### src/rtl/mm_arbiter_seq_if.sv
// mm_arbiter_seq_if: signal bundle between requesters, response sink and multiplier.
//   slave  : the arbiter side (consumes requests/done, drives grants/response/start).
//   master : the environment side (requesters, response sink, multiplier).
interface mm_arbiter_seq_if;
  logic [1:0]   req_valid;
  logic [1:0]   req_ready;
  logic [127:0] req0_a;
  logic [127:0] req0_b;
  logic [127:0] req1_a;
  logic [127:0] req1_b;
  logic         rsp_valid;
  logic         rsp_ready;
  logic         rsp_id;
  logic [127:0] rsp_data;
  logic [31:0]  rsp_dot;
  logic         rsp_err;
  logic         busy;
  logic         mm_start;
  logic [255:0] mm_a;
  logic [255:0] mm_b;
  logic         mm_done;
  logic [255:0] mm_result;
  modport slave (
    input  req_valid, req0_a, req0_b, req1_a, req1_b, rsp_ready, mm_done, mm_result,
    output req_ready, rsp_valid, rsp_id, rsp_data, rsp_dot, rsp_err, busy, mm_start, mm_a, mm_b
  );
  modport master (
    output req_valid, req0_a, req0_b, req1_a, req1_b, rsp_ready, mm_done, mm_result,
    input  req_ready, rsp_valid, rsp_id, rsp_data, rsp_dot, rsp_err, busy, mm_start, mm_a, mm_b
  );
endinterface

### src/rtl/mm_arbiter_seq.sv
// mm_arbiter_seq: round-robin sequencer sharing one 4-lane 32x32 multiplier between two requesters.
//   clk, rst_n : rising-edge clock, asynchronous active-low reset
//   bus        : slave side of mm_arbiter_seq_if (requests, response channel, multiplier start/done)
//   TIMEOUT    : WAIT cycles allowed before the transaction is answered with rsp_err
//   CNT_W      : width of the WAIT counter, must hold TIMEOUT-1
module mm_arbiter_seq #(
  parameter int TIMEOUT = 8,
  parameter int CNT_W   = 8
) (
  input logic             clk,
  input logic             rst_n,
  mm_arbiter_seq_if.slave bus
);
  typedef enum logic [1:0] {IDLE, ISSUE, WAIT, RESP} state_t;
  state_t            state_q, state_d;
  logic [127:0]      a_q, a_d, b_q, b_d, data_q, data_d;
  logic [31:0]       dot_q, dot_d, lane_sum;
  logic [CNT_W-1:0]  cnt_q, cnt_d;
  logic              id_q, id_d, last_q, last_d, err_q, err_d;
  logic              win, grant;
  // On a tie the requester that did not win last time goes; otherwise the lone valid one.
  assign win   = (&bus.req_valid) ? ~last_q : bus.req_valid[1];
  assign grant = (state_q == IDLE) && (|bus.req_valid);
  assign lane_sum = bus.mm_result[31:0] + bus.mm_result[63:32] + bus.mm_result[95:64] + bus.mm_result[127:96];
  assign bus.req_ready = grant ? (win ? 2'b10 : 2'b01) : 2'b00;
  assign bus.rsp_valid = (state_q == RESP);
  assign bus.rsp_id    = id_q;
  assign bus.rsp_data  = data_q;
  assign bus.rsp_dot   = dot_q;
  assign bus.rsp_err   = err_q;
  assign bus.busy      = (state_q != IDLE);
  assign bus.mm_start  = (state_q == ISSUE);
  assign bus.mm_a      = {128'b0, a_q};
  assign bus.mm_b      = {128'b0, b_q};
  always_comb begin
    state_d = state_q;
    a_d     = a_q;
    b_d     = b_q;
    data_d  = data_q;
    dot_d   = dot_q;
    cnt_d   = cnt_q;
    id_d    = id_q;
    last_d  = last_q;
    err_d   = err_q;
    case (state_q)
      IDLE: if (grant) begin
        a_d     = win ? bus.req1_a : bus.req0_a;
        b_d     = win ? bus.req1_b : bus.req0_b;
        id_d    = win;
        state_d = ISSUE;
      end
      ISSUE: begin
        cnt_d   = '0;
        state_d = WAIT;
      end
      WAIT: if (bus.mm_done) begin
        data_d  = bus.mm_result[127:0];
        dot_d   = lane_sum;
        err_d   = 1'b0;
        state_d = RESP;
      end else if (cnt_q == CNT_W'(TIMEOUT - 1)) begin
        data_d  = '0;
        dot_d   = '0;
        err_d   = 1'b1;
        state_d = RESP;
      end else begin
        cnt_d = cnt_q + 1'b1;
      end
      RESP: if (bus.rsp_ready) begin
        last_d  = id_q;
        state_d = IDLE;
      end
      default: state_d = IDLE;
    endcase
  end
  always_ff @(posedge clk or negedge rst_n) begin
    if (!rst_n) begin
      state_q <= IDLE;
      a_q     <= '0;
      b_q     <= '0;
      data_q  <= '0;
      dot_q   <= '0;
      cnt_q   <= '0;
      id_q    <= 1'b0;
      last_q  <= 1'b1;
      err_q   <= 1'b0;
    end else begin
      state_q <= state_d;
      a_q     <= a_d;
      b_q     <= b_d;
      data_q  <= data_d;
      dot_q   <= dot_d;
      cnt_q   <= cnt_d;
      id_q    <= id_d;
      last_q  <= last_d;
      err_q   <= err_d;
    end
  end
endmodule

### src/flat_wrapper.sv
// flat-port wrapper written by rule: the top's interface ports become plain ports
module mm_arbiter_seq_flat 
#(
  parameter int TIMEOUT = 8,
  parameter int CNT_W   = 8
)
  (clk, rst_n, bus_req_valid, bus_req0_a, bus_req0_b, bus_req1_a, bus_req1_b, bus_rsp_ready, bus_mm_done, bus_mm_result, bus_req_ready, bus_rsp_valid, bus_rsp_id, bus_rsp_data, bus_rsp_dot, bus_rsp_err, bus_busy, bus_mm_start, bus_mm_a, bus_mm_b);
  mm_arbiter_seq_if bus_i ();
  input logic clk;
  input logic rst_n;
  input wire logic [$bits(bus_i.req_valid)-1:0] bus_req_valid;
  input wire logic [$bits(bus_i.req0_a)-1:0] bus_req0_a;
  input wire logic [$bits(bus_i.req0_b)-1:0] bus_req0_b;
  input wire logic [$bits(bus_i.req1_a)-1:0] bus_req1_a;
  input wire logic [$bits(bus_i.req1_b)-1:0] bus_req1_b;
  input wire logic [$bits(bus_i.rsp_ready)-1:0] bus_rsp_ready;
  input wire logic [$bits(bus_i.mm_done)-1:0] bus_mm_done;
  input wire logic [$bits(bus_i.mm_result)-1:0] bus_mm_result;
  output wire logic [$bits(bus_i.req_ready)-1:0] bus_req_ready;
  output wire logic [$bits(bus_i.rsp_valid)-1:0] bus_rsp_valid;
  output wire logic [$bits(bus_i.rsp_id)-1:0] bus_rsp_id;
  output wire logic [$bits(bus_i.rsp_data)-1:0] bus_rsp_data;
  output wire logic [$bits(bus_i.rsp_dot)-1:0] bus_rsp_dot;
  output wire logic [$bits(bus_i.rsp_err)-1:0] bus_rsp_err;
  output wire logic [$bits(bus_i.busy)-1:0] bus_busy;
  output wire logic [$bits(bus_i.mm_start)-1:0] bus_mm_start;
  output wire logic [$bits(bus_i.mm_a)-1:0] bus_mm_a;
  output wire logic [$bits(bus_i.mm_b)-1:0] bus_mm_b;
  assign bus_i.req_valid = bus_req_valid;
  assign bus_i.req0_a = bus_req0_a;
  assign bus_i.req0_b = bus_req0_b;
  assign bus_i.req1_a = bus_req1_a;
  assign bus_i.req1_b = bus_req1_b;
  assign bus_i.rsp_ready = bus_rsp_ready;
  assign bus_i.mm_done = bus_mm_done;
  assign bus_i.mm_result = bus_mm_result;
  assign bus_req_ready = bus_i.req_ready;
  assign bus_rsp_valid = bus_i.rsp_valid;
  assign bus_rsp_id = bus_i.rsp_id;
  assign bus_rsp_data = bus_i.rsp_data;
  assign bus_rsp_dot = bus_i.rsp_dot;
  assign bus_rsp_err = bus_i.rsp_err;
  assign bus_busy = bus_i.busy;
  assign bus_mm_start = bus_i.mm_start;
  assign bus_mm_a = bus_i.mm_a;
  assign bus_mm_b = bus_i.mm_b;
  mm_arbiter_seq #(.TIMEOUT(TIMEOUT), .CNT_W(CNT_W)) u_core (.clk(clk), .rst_n(rst_n), .bus(bus_i));
endmodule
### config.mk
export PLATFORM = sky130hd
export DESIGN_NAME = mm_arbiter_seq_flat
export DESIGN_NICKNAME = d
export VERILOG_FILES = /design/src/rtl/mm_arbiter_seq_if.sv /design/src/rtl/mm_arbiter_seq.sv /design/src/flat_wrapper.sv
export SDC_FILE = /design/constraint.sdc
export NUM_CORES = 1
export LEC_CHECK = 0
export ABC_AREA = 1
export CAP_MARGIN = 20
export CORE_AREA = 2 2 574 576
export CTS_BUF_LIST = sky130_fd_sc_hd__clkbuf_8 sky130_fd_sc_hd__clkbuf_16
export DETAILED_ROUTE_END_ITERATION = 16
export DIE_AREA = 0 0 576 578
export PLACE_DENSITY = 0.3
export SYNTH_ARGS = -nofsm -noshare
export SYNTH_HDL_FRONTEND = slang
export SYNTH_SLANG_ARGS = --single-unit
### constraint.sdc
create_clock -name clk -period 4.91 [get_ports clk]
set_clock_uncertainty 0.05 [all_clocks]
set_input_delay 0.982 -clock clk [delete_from_list [all_inputs] [get_ports clk]]
set_output_delay 0.982 -clock clk [all_outputs]
set_load 0.02 [all_outputs]
### Ports around the boundary, run 1

Pins as bars across the die edge, other pins in gray.
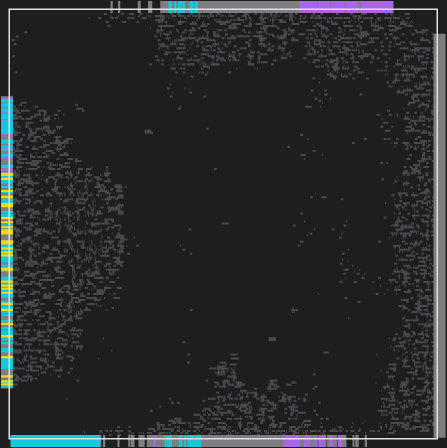
- `bus_rsp_dot`: yellow (pins 32; direction output; edge left)
- `bus_req1_b`: purple (pins 128; direction input; edge 94 top, 25 bottom, 9 left)
- `bus_mm_result`: cyan (pins 256; direction input; edge 151 bottom, 91 left, 14 top)
- all pins by edge: 418 bottom, 400 right, 346 top, 289 left

### Routed clock nets over the placement, run 1

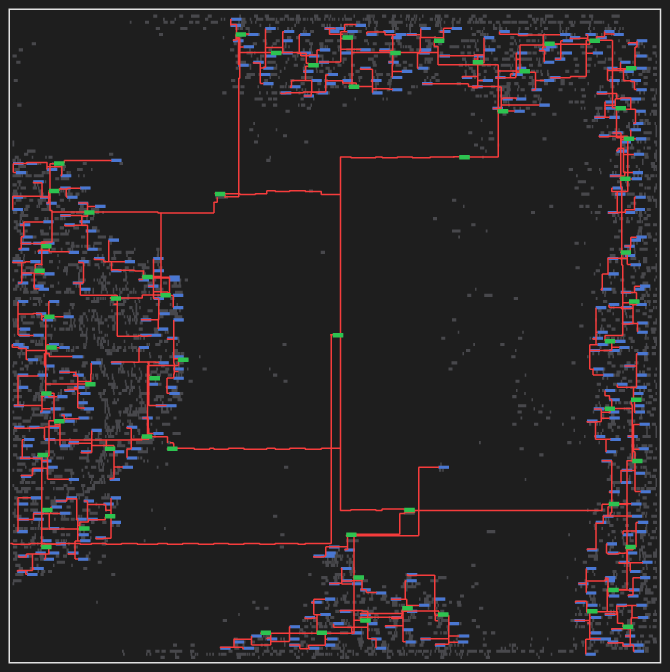
- clock drivers: green (count 61)
- flip-flops: blue (count 429)
- clock wires: red (length 10500 um)
- flops lie: spread over the die
- routed clock nets: 62
part of the total power dissipated in the clock network: 0.206
clock-net power: 4.81 mW

==> notes.md, run 1 <==
Notes on the flow run.

- The run finished with clean final reports.
- TritonCTS built the clock tree.
- The synthesis-to-finish area growth is 73.5%, for reference.
- The net switching component of the power is 10.4 mW, for reference.
- The kind of start point of the critical path is an input port, for reference.
- Per the layout report, the design carries 304 non-clock inverters.
- Sorting the Yosys area breakdown by cell type puts at the top sky130_fd_sc_hd__dfrtp_1.
- Per the layout report, the design carries 1107 non-clock buffers.
- For this run, the register share of the synthesized area comes to 0.458.
- The logic depth of the worst register-to-register path is 10, for reference.
- The global route stage reports its total congestion overflow as 0.
- The layout summary lists the proportion of cells stronger than drive strength 1 as 0.0365.
- The synthesis warning total is 0, for reference.
- Per the post-synthesis stats, the area per cell is 7.93 um^2.
- The count of pins on the block boundary is roughly 1500, for reference.
- In this run, the synthesized area fraction spent on adder and majority cells is recorded as 0.0727.
- The launch point of the worst register-to-register path is recorded as u_core.state_q[1].
- The die is 578 um tall.
- The report puts the hold buffer count at CTS at 0.
- The most critical setup path has its startpoint at bus_req_valid[1].
- The area share of and/or/nand/nor cells after synthesis is 0.267, for reference.
- The distinct cell type count of the synthesized netlist is 36, for reference.
- The total length of routed met2 wires is 93.9 mm, for reference.
- The critical path in the final layout is reported with a setup slack of 0.936 ns.
- The multi-input combinational gate total is about 2100, for reference.
- For the worst setup path, the data arrival time is 2.94 ns.
- The worst hold margin is around 0.31 ns, for reference.
- Leaving out buffers and inverters, the combinational logic in the layout accounts for 10100 um^2.
- The fraction of power spent switching nets is 0.444, for reference.
- The design received a total of 4346 well taps at floorplan.
- The root buffer selected by CTS is sky130_fd_sc_hd__clkbuf_16, for reference.
- Dividing the final minimum period by the clock period gives 0.809.
- From left edge to right edge, the die measures approximately 580 um.
- The met3 wirelength from detailed routing is ~18 mm, for reference.
- Summing all multiplexer cells gives an area fraction of 0.
- The highest metal layer carrying signal wires in the routed design is met5.
- The die area is 333000 um^2, for reference.
- The layout stage reports a final design area of 40700 um^2.
- Based on the critical path, the design can be clocked at up to 252 MHz.
- The first routing iteration left between 1000 and 1500 violations.
- Clock buffers in the final layout number 76.
- In the final design, more cell area goes to buffers than to any other class.
- Summing all placed instances gives a cell area of 38500 um^2.
- The register share of total power is 0.272, for reference.
- The synthesis report lists the most area-consuming cells as sky130_fd_sc_hd__dfrtp_1, sky130_fd_sc_hd__nand2_1, sky130_fd_sc_hd__buf_4, sky130_fd_sc_hd__nand3_1, sky130_fd_sc_hd__fa_1.
- The final tally of hold violations is 0, for reference.
- The critical-path maximum fanout is 44, for reference.
- The count of instantiated cells in the yosys netlist is 2958, for reference.
- The capturing element type of the critical path is an output port, for reference.
- Setup slack on the worst reg-to-reg path comes out at 1.55 ns.
- The pre-placement core utilization is 0.0718, for reference.
- The routed design shows a wire length per standard cell of 21.6 um.
- The layout net count is ~4900, for reference.
- The total chip power is ~23 mW, for reference.
- The wire length after detailed routing is 182 mm, for reference.
- The sequential cell area in the final layout is between 10000 and 15000 um^2, for reference.
- The post-route report lists met1 wire length as 66.0 mm.
- For reference, the top logic cell family by area is simple AND/OR/NAND/NOR gates.
- Before antenna repair, the detailed router went through 5 iterations.
- The layout has 37700 filler cells.
- Setup repair after global routing left no endpoint under its margin.
- Synthesis produced around 3000 cells.
- The worst-case max-slew headroom was logged as 0.294.
- Per the final report, the share of cell area in non-clock buffers is 0.273.
- The fraction of cell area in sequential cells is reported as 0.264.
- STA puts the critical path data required time at 3.88 ns.
- The total power density per cell area is between 500 and 600 nW/um^2, for reference.
- Of all flip-flops after synthesis, the portion carrying an async set or reset was 1.00.
- The count of max-cap constraint violations is 0, for reference.
- The clock sink total is between 400 and 500, for reference.
- Power attributed to combinational cells is 12.2 mW.
- The internal portion of total power is 13.0 mW, for reference.
- The number of gates resized after CTS was 0.
- The number of antenna violations at the first check in global routing was 108.
- The share of total power dissipated in combinational logic is 0.522.
- The compound-cell area share of the yosys netlist is 0.0459, for reference.
- The predominant post-synthesis flop cell is sky130_fd_sc_hd__dfrtp_1, for reference.
- The number of storage elements in the synthesis netlist is 429, for reference.
- The clock-pin slew on the worst setup and hold paths is 0.06 ns, for reference.
- For this run, the total global-route usage over all layers was measured as 0.105.
- The pin slew with the least headroom to its limit is 1.06 ns, for reference.
- After layout, the minimum clock period comes to about 4 ns.
- The setup path with the least slack is of type in2out.
- The count of inserted antenna diode cells is 28, for reference.
- Measured on the final layout, the clock distribution area share stands at 0.0518.
- The capture point of the critical path is bus_req_ready[0], for reference.
- The count of final max-slew check failures is 0, for reference.
- The via count of the first global-routing pass is 23800.
- The portion of synthesized cell area occupied by the leading cell type is 0.457, for reference.
- Across all layers, the routed design uses 23100 vias.
- According to the floorplan log, the row count is 210.
- The finished layout holds 8431 standard cells, fillers aside.
- In this run the critical register-to-register path is captured at u_core.b_q[0].
- The number of flops mapped to enable cells by yosys is 0, for reference.
- The clock passes through at most 3 buffers.
- The via density per instance is 2.75, for reference.
- The remaining number of nets flagged by the antenna check after routing is 0, for reference.
- In this run the standard cell core region covers 326000 um^2.
- The power report puts the leakage power at 17.6 nW.
- The setup TNS after final layout is 0 ns, for reference.
- The number of I/O port buffers is 1068, for reference.
- Of the total synthesized cell area, the portion taken by XOR and XNOR cells is 0.00224.
- The number of OpenROAD warnings is 168, for reference.
- The tightest min-delay check is of the in2async type.
- RePlAce ended its routability-driven mode at a weighted congestion of 0.823.
- The global-route wire length before repair is 233 mm, for reference.
- The synthesis area per yosys is around 23000 um^2, for reference.
### Clock wiring as the flow saved it, run 1

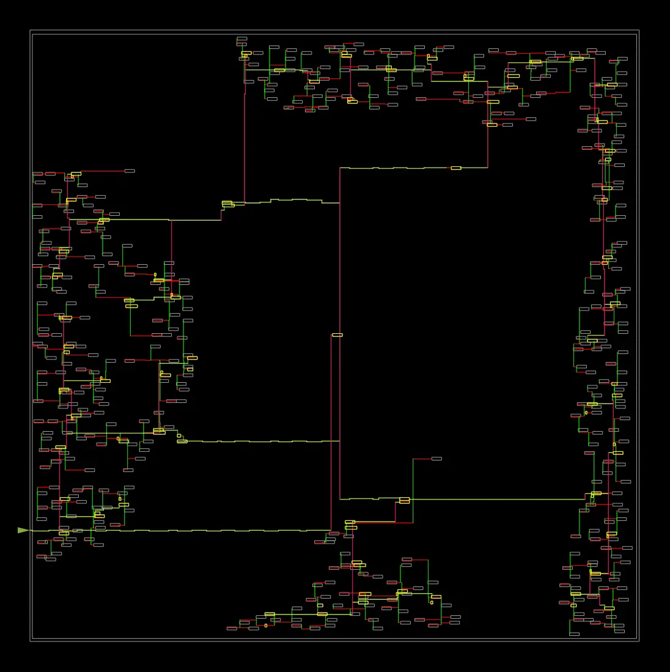
number of buffers inserted during clock tree synthesis: 61
Insertion Delay late pin: 0.73 ns
flip-flop and latch count: 429

[run 1: worst max-delay path, cell delays in order]
cell and delay [ns]:
sky130_fd_sc_hd__clkdlybuf4s50_1 0.57, sky130_fd_sc_hd__inv_2 0.06, sky130_fd_sc_hd__a21oi_2 0.27, sky130_fd_sc_hd__inv_8 0.19
sky130_fd_sc_hd__a21oi_4 0.20, sky130_fd_sc_hd__clkdlybuf4s50_1 0.66
[run 1: cell usage after synthesis, types with 3 or more instances]
| cell | number |
|---|---|
| sky130_fd_sc_hd__nor3_1 | 7 |
| sky130_fd_sc_hd__dfrtp_1 | 428 |
| sky130_fd_sc_hd__buf_4 | 273 |
| sky130_fd_sc_hd__inv_2 | 3 |
| sky130_fd_sc_hd__and2_1 | 3 |
| sky130_fd_sc_hd__clkbuf_1 | 71 |
| sky130_fd_sc_hd__a21oi_1 | 34 |
| sky130_fd_sc_hd__buf_2 | 27 |
| sky130_fd_sc_hd__fa_1 | 62 |
| sky130_fd_sc_hd__o21ai_0 | 137 |
| sky130_fd_sc_hd__o21bai_1 | 3 |
| sky130_fd_sc_hd__nor2_1 | 47 |
| sky130_fd_sc_hd__nand3b_1 | 5 |
| sky130_fd_sc_hd__nand3_1 | 299 |
| sky130_fd_sc_hd__or2_2 | 3 |
| sky130_fd_sc_hd__ha_1 | 37 |
| sky130_fd_sc_hd__inv_1 | 300 |
| sky130_fd_sc_hd__a22o_1 | 14 |
| sky130_fd_sc_hd__nand2_1 | 1177 |
| sky130_fd_sc_hd__xor2_1 | 4 |
| sky130_fd_sc_hd__nand4_1 | 6 |
[run 1: per-layer routing]
layer / track usage / vias up
li1: - / 10800
met1: 0.111 / 11000
met2: 0.193 / 1073
met3: 0.0429 / 268
met5: 0 / -
met4: 0.0238 / 14
==> inputs of run 2 (changes only) <==
Settings changed: CORE_AREA 2 2 574 576 to 2 2 570 572, DIE_AREA 0 0 576 578 to 0 0 572 574.
Clock period 4.91 ns to 3.3 ns, I/O delays scaled along.
### Signal wires on met4, run 2

The bar under the picture is 200 um long.
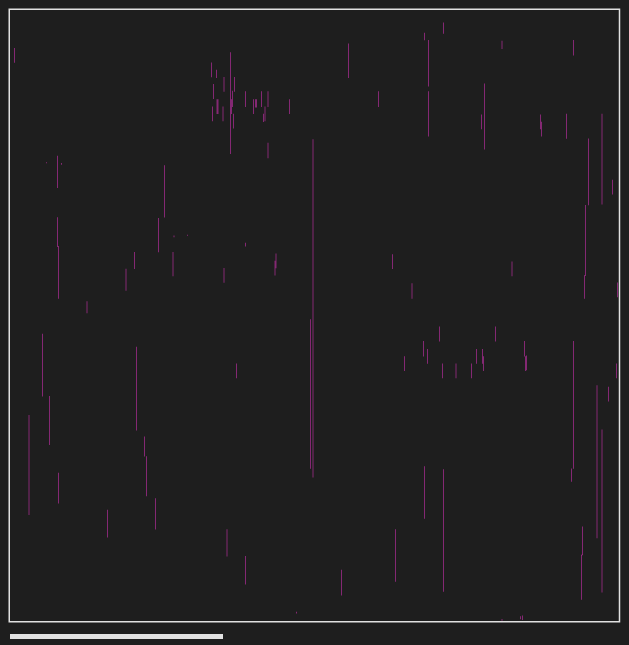
- share of all routed wire: 1.8%
- longest straight run: 318 um
- wire length on this layer: 3200 um
- main direction: vertical

### Ports around the boundary, run 2

Pins as bars across the die edge, other pins in gray.
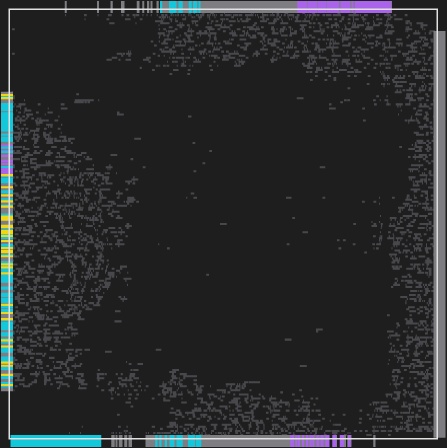
- `bus_req1_b`: purple (pins 128; direction input; edge 96 top, 23 bottom, 9 left)
- `bus_rsp_dot`: yellow (pins 32; direction output; edge left)
- `bus_mm_result`: cyan (pins 256; direction input; edge 149 bottom, 92 left, 15 top)
horizontal extent of the die: 572 um
number of buffers inserted by port buffering: 1068
chip height: 574 um

==> run 2 against run 1 <==
Against the previous run:
- non-clock buffer count grew 168
- global-route usage rose by 0.16 points
- register-to-register slack lost 0.85 ns
- cell area is 4.4% higher
- via count increased by 2.9%
- synthesized cell count unchanged
- critical path depth rose by 11
- largest cell class unchanged
==> notes.md, run 2 <==
Notes on the flow run.

- The synthesis warning total is 0 (unchanged).
- The start of the worst register-to-register path was u_core.state_q[0] (was u_core.state_q[1]).
- The final tally of hold violations is 0 (unchanged), for reference.
- The first element of the critical path is bus_mm_result[9] (was bus_req_valid[1]), for reference.
- The worst slew margin relative to its limit is 0.409 (was 0.294), for reference.
- The root buffer selected by CTS is sky130_fd_sc_hd__clkbuf_16 (unchanged), for reference.
- The clock latency at the later pin of the worst-skew pair is 0.74 ns (was 0.73 ns).
- The worst hold margin is 0.311 ns (was 0.306 ns).
- The via density per instance is 2.78 (was 2.75), for reference.
- The kind of start point of the critical path was an input port (unchanged).
- The via count of the first global-routing pass is 24600 (was 23800).
- The buffers plus inverters on the worst setup path came to 5 (was 4).
- The final estimated routing congestion in global placement is 0.818 (was 0.823).
- The maximum root-to-sink buffer count is 4 (was 3), for reference.
- The capture point of the critical path is u_core.bus.rsp_dot[24] (was bus_req_ready[0]), for reference.
- The number of design-rule violations left by the first detailed-router iteration is 1213 (was 1165).
- The number of antenna violations at the first check in global routing is 80 (was 108), for reference.
- The cell depth of the worst setup path is 17 (was 6).
- The total global routing overflow is 0 (unchanged), for reference.
- The wire length after detailed routing is 182 mm (about the same), for reference.
- Cells along the critical path: clkdlybuf4s50_1 -> inv_1 -> fa_1 -> fa_1 -> buf_4 -> inv_1 -> ha_2 -> nand2_2 -> buf_4 -> nor3_1 -> nand2_1 -> nand2_2 -> nand2_1 -> nand2_1 -> nand2_1 -> nand3_1 -> nand2_1 (was clkdlybuf4s50_1 -> inv_2 -> a21oi_2 -> inv_8 -> a21oi_4 -> clkdlybuf4s50_1).
- The leakage power of the design is 18.6 nW (was 17.6 nW), for reference.
- The family of cells with the greatest summed delay on the critical path is adder cells (was buffers and inverters), for reference.
- The fraction of final layout cells with drive strength greater than 1 is 0.0883 (was 0.0365), for reference.
- The count of final max-slew check failures is 0 (unchanged), for reference.
- The type of the worst setup path is in2reg (was in2out).
- The most repeated library cell on the critical path was sky130_fd_sc_hd__nand2_1 (was sky130_fd_sc_hd__clkdlybuf4s50_1).
- The global-route wire length before repair was 235 mm (was 233 mm).
- The mean cell area of the mapped netlist is 7.93 um^2 (unchanged).
- The layout net count is 5060 (was 4882), for reference.
- The number of clock buffers inserted by TritonCTS came to 71 (was 61).
- The cell at the slowest stage of the critical path is sky130_fd_sc_hd__fa_1 (was sky130_fd_sc_hd__clkdlybuf4s50_1), for reference.
- The clock sink total is 429 (unchanged), for reference.
- The number of placement rows came to 209 (was 210).
- The worst reg2reg path endpoint is u_core.bus.rsp_data[24] (was u_core.b_q[0]).
- The overall routing resource usage is 0.107 (was 0.105), for reference.
- The total power density per cell area is 857 nW/um^2 (was 575 nW/um^2), for reference.
- The async set-or-reset flop fraction in the synthesized netlist came to 1.00 (unchanged).
- The count of filler cells inserted in the layout came to 37300 (was 37700).
- Static timing analysis puts the maximum clock frequency at between 300 and 400 MHz.
- The average wire per cell in the routed design is 21.2 um (was 21.6 um), for reference.
- The final standard cell count with taps included and fillers excluded is 8570 (was 8431), for reference.
- Setup repair after global routing missed its margin: false (unchanged).
- The TritonCTS clock tree is yes (unchanged), for reference.
- Top cells by count, synth: sky130_fd_sc_hd__nand2_1, sky130_fd_sc_hd__dfrtp_1, sky130_fd_sc_hd__inv_1 (unchanged).
- The die area was 328000 um^2 (was 333000 um^2).
- The synthesis area per yosys is 23400 um^2 (unchanged), for reference.
- The count of max-cap constraint violations is 0 (unchanged), for reference.
- The number of storage elements in the synthesis netlist is 429 (unchanged), for reference.
- The critical-path maximum fanout is 5 (was 44).
- The instance tally after logic synthesis is 2958 (unchanged), for reference.
- The worst stage delay on the critical path is 0.52 ns (was 0.66 ns).
- The clock-pin slew on the worst setup and hold paths is 0.06 ns (about the same), for reference.
- The predominant post-synthesis flop cell is sky130_fd_sc_hd__dfrtp_1 (unchanged), for reference.
- The largest area contributor in the synthesized netlist was sky130_fd_sc_hd__dfrtp_1 (unchanged).
- The portion of synthesized cell area occupied by the leading cell type was 0.457 (unchanged).
- The logic depth of the worst register-to-register path is 8 (was 10), for reference.
- The remaining number of nets flagged by the antenna check after routing is 0 (unchanged), for reference.
- The required time at the endpoint of the critical path is 3.87 ns (was 3.88 ns).
- The shortest period the worst path allows is 3.18 ns, for reference.
- The distinct cell type count of the synthesized netlist was 36 (unchanged).
- Result of the run: finished, final reports clean (unchanged).
- Top cells, area: sky130_fd_sc_hd__dfrtp_1, sky130_fd_sc_hd__nand2_1, sky130_fd_sc_hd__buf_4, sky130_fd_sc_hd__nand3_1, sky130_fd_sc_hd__fa_1 (unchanged).
- The number of flops mapped to enable cells by yosys is 0 (unchanged), for reference.
- The count of pins on the block boundary is 1453 (unchanged), for reference.
- The leading cell type by number of instances after synthesis is sky130_fd_sc_hd__nand2_1 (unchanged), for reference.
- The synthesis-to-finish area growth is 81.2% (was 73.5%), for reference.
- The arrival time at the worst endpoint came to 3.74 ns (was 2.94 ns).
- The pre-placement core utilization is 0.0727 (was 0.0718).
- Post-route period utilization is reported as 0.963.
- The vias after detailed routing is 23800 (was 23100), for reference.
- The setup slack of the worst register-to-register path is 0.70 ns (was 1.55 ns), for reference.
- The first-pass detailed-route iteration total is 5 (unchanged).
- The proportion of synthesized chip area in sequential cells is 0.458 (unchanged), for reference.
- The count of instantiated cells in the yosys netlist is 2958 (unchanged), for reference.
- The number of OpenROAD warnings came to 161 (was 168).
- The class of the most critical hold timing path is in2reg (was in2async), for reference.
- The pin slew with the least headroom to its limit is 0.881 ns (was 1.06 ns), for reference.
==> run 2: power breakdown <==
group          internal (mW)  switching, mW  total, mW
clock                   4.41           3.10       7.51
sequential              7.84           1.70       9.54
combinational           8.01           11.3       19.3
==> run 2: metal layers <==
layer	vias up	GRT usage	part of all wire
li1	11100	-	-
met1	11400	0.115	0.37
met2	1034	0.195	0.51
met3	224	0.0423	0.096
met4	14	0.0199	0.018
met5	-	0	0.00053
==> run 2: final cells by class <==
type | instances | area, um^2 | share of cell area
timing repair buffer | 1275 | 12700 | 0.298
sequential | 429 | 10700 | 0.253
multi-input combinational | 2106 | 10300 | 0.242
tap | 4325 | 5410 | 0.127
clock buffer | 83 | 1940 | 0.0457
inverter | 304 | 1150 | 0.0271
clock inverter | 38 | 288 | 0.00677
antenna | 10 | 25.0 | 0.000589
==> run 2: metrics by stage <==
| stage | setup TNS, ns | total power [mW] | area [um^2] | setup slack [ns] |
|---|---|---|---|---|
| 5_1_grt | 0 | 39.2 | 42500 | 0.000388 |
| 3_3_place_gp | -20.72 | 29.4 | 40000 | -0.908 |
| 4_1_cts | 0 | 37.4 | 42200 | 0.000540 |
| 3_5_place_dp | -20.37 | 29.3 | 40000 | -0.886 |
| 6_report | 0 | 36.4 | 42500 | 0.123 |
| 2_1_floorplan | 0 | 18.1 | 24400 | 0.0777 |
==> run 2: what timing repair did <==
item,CTS,global route
gates resized,6,61
hold endpoints to repair,39,0
endpoints found under the setup margin,7,25
setup buffers,0,1
hold buffers,1,0
pin swaps,0,7
==> run 2: cells by family after synthesis <==
logic type      after synthesis  share of synthesized area
buf+inv                     678                      0.154
flops                       429                      0.458
other cells                   1                   0.000160
simple gates               1549                      0.267
xor+xnor                      6                    0.00224
fa+ha+maj                    99                     0.0727
compound gates              196                     0.0459
Power is estimated from default activity; no workload was simulated.
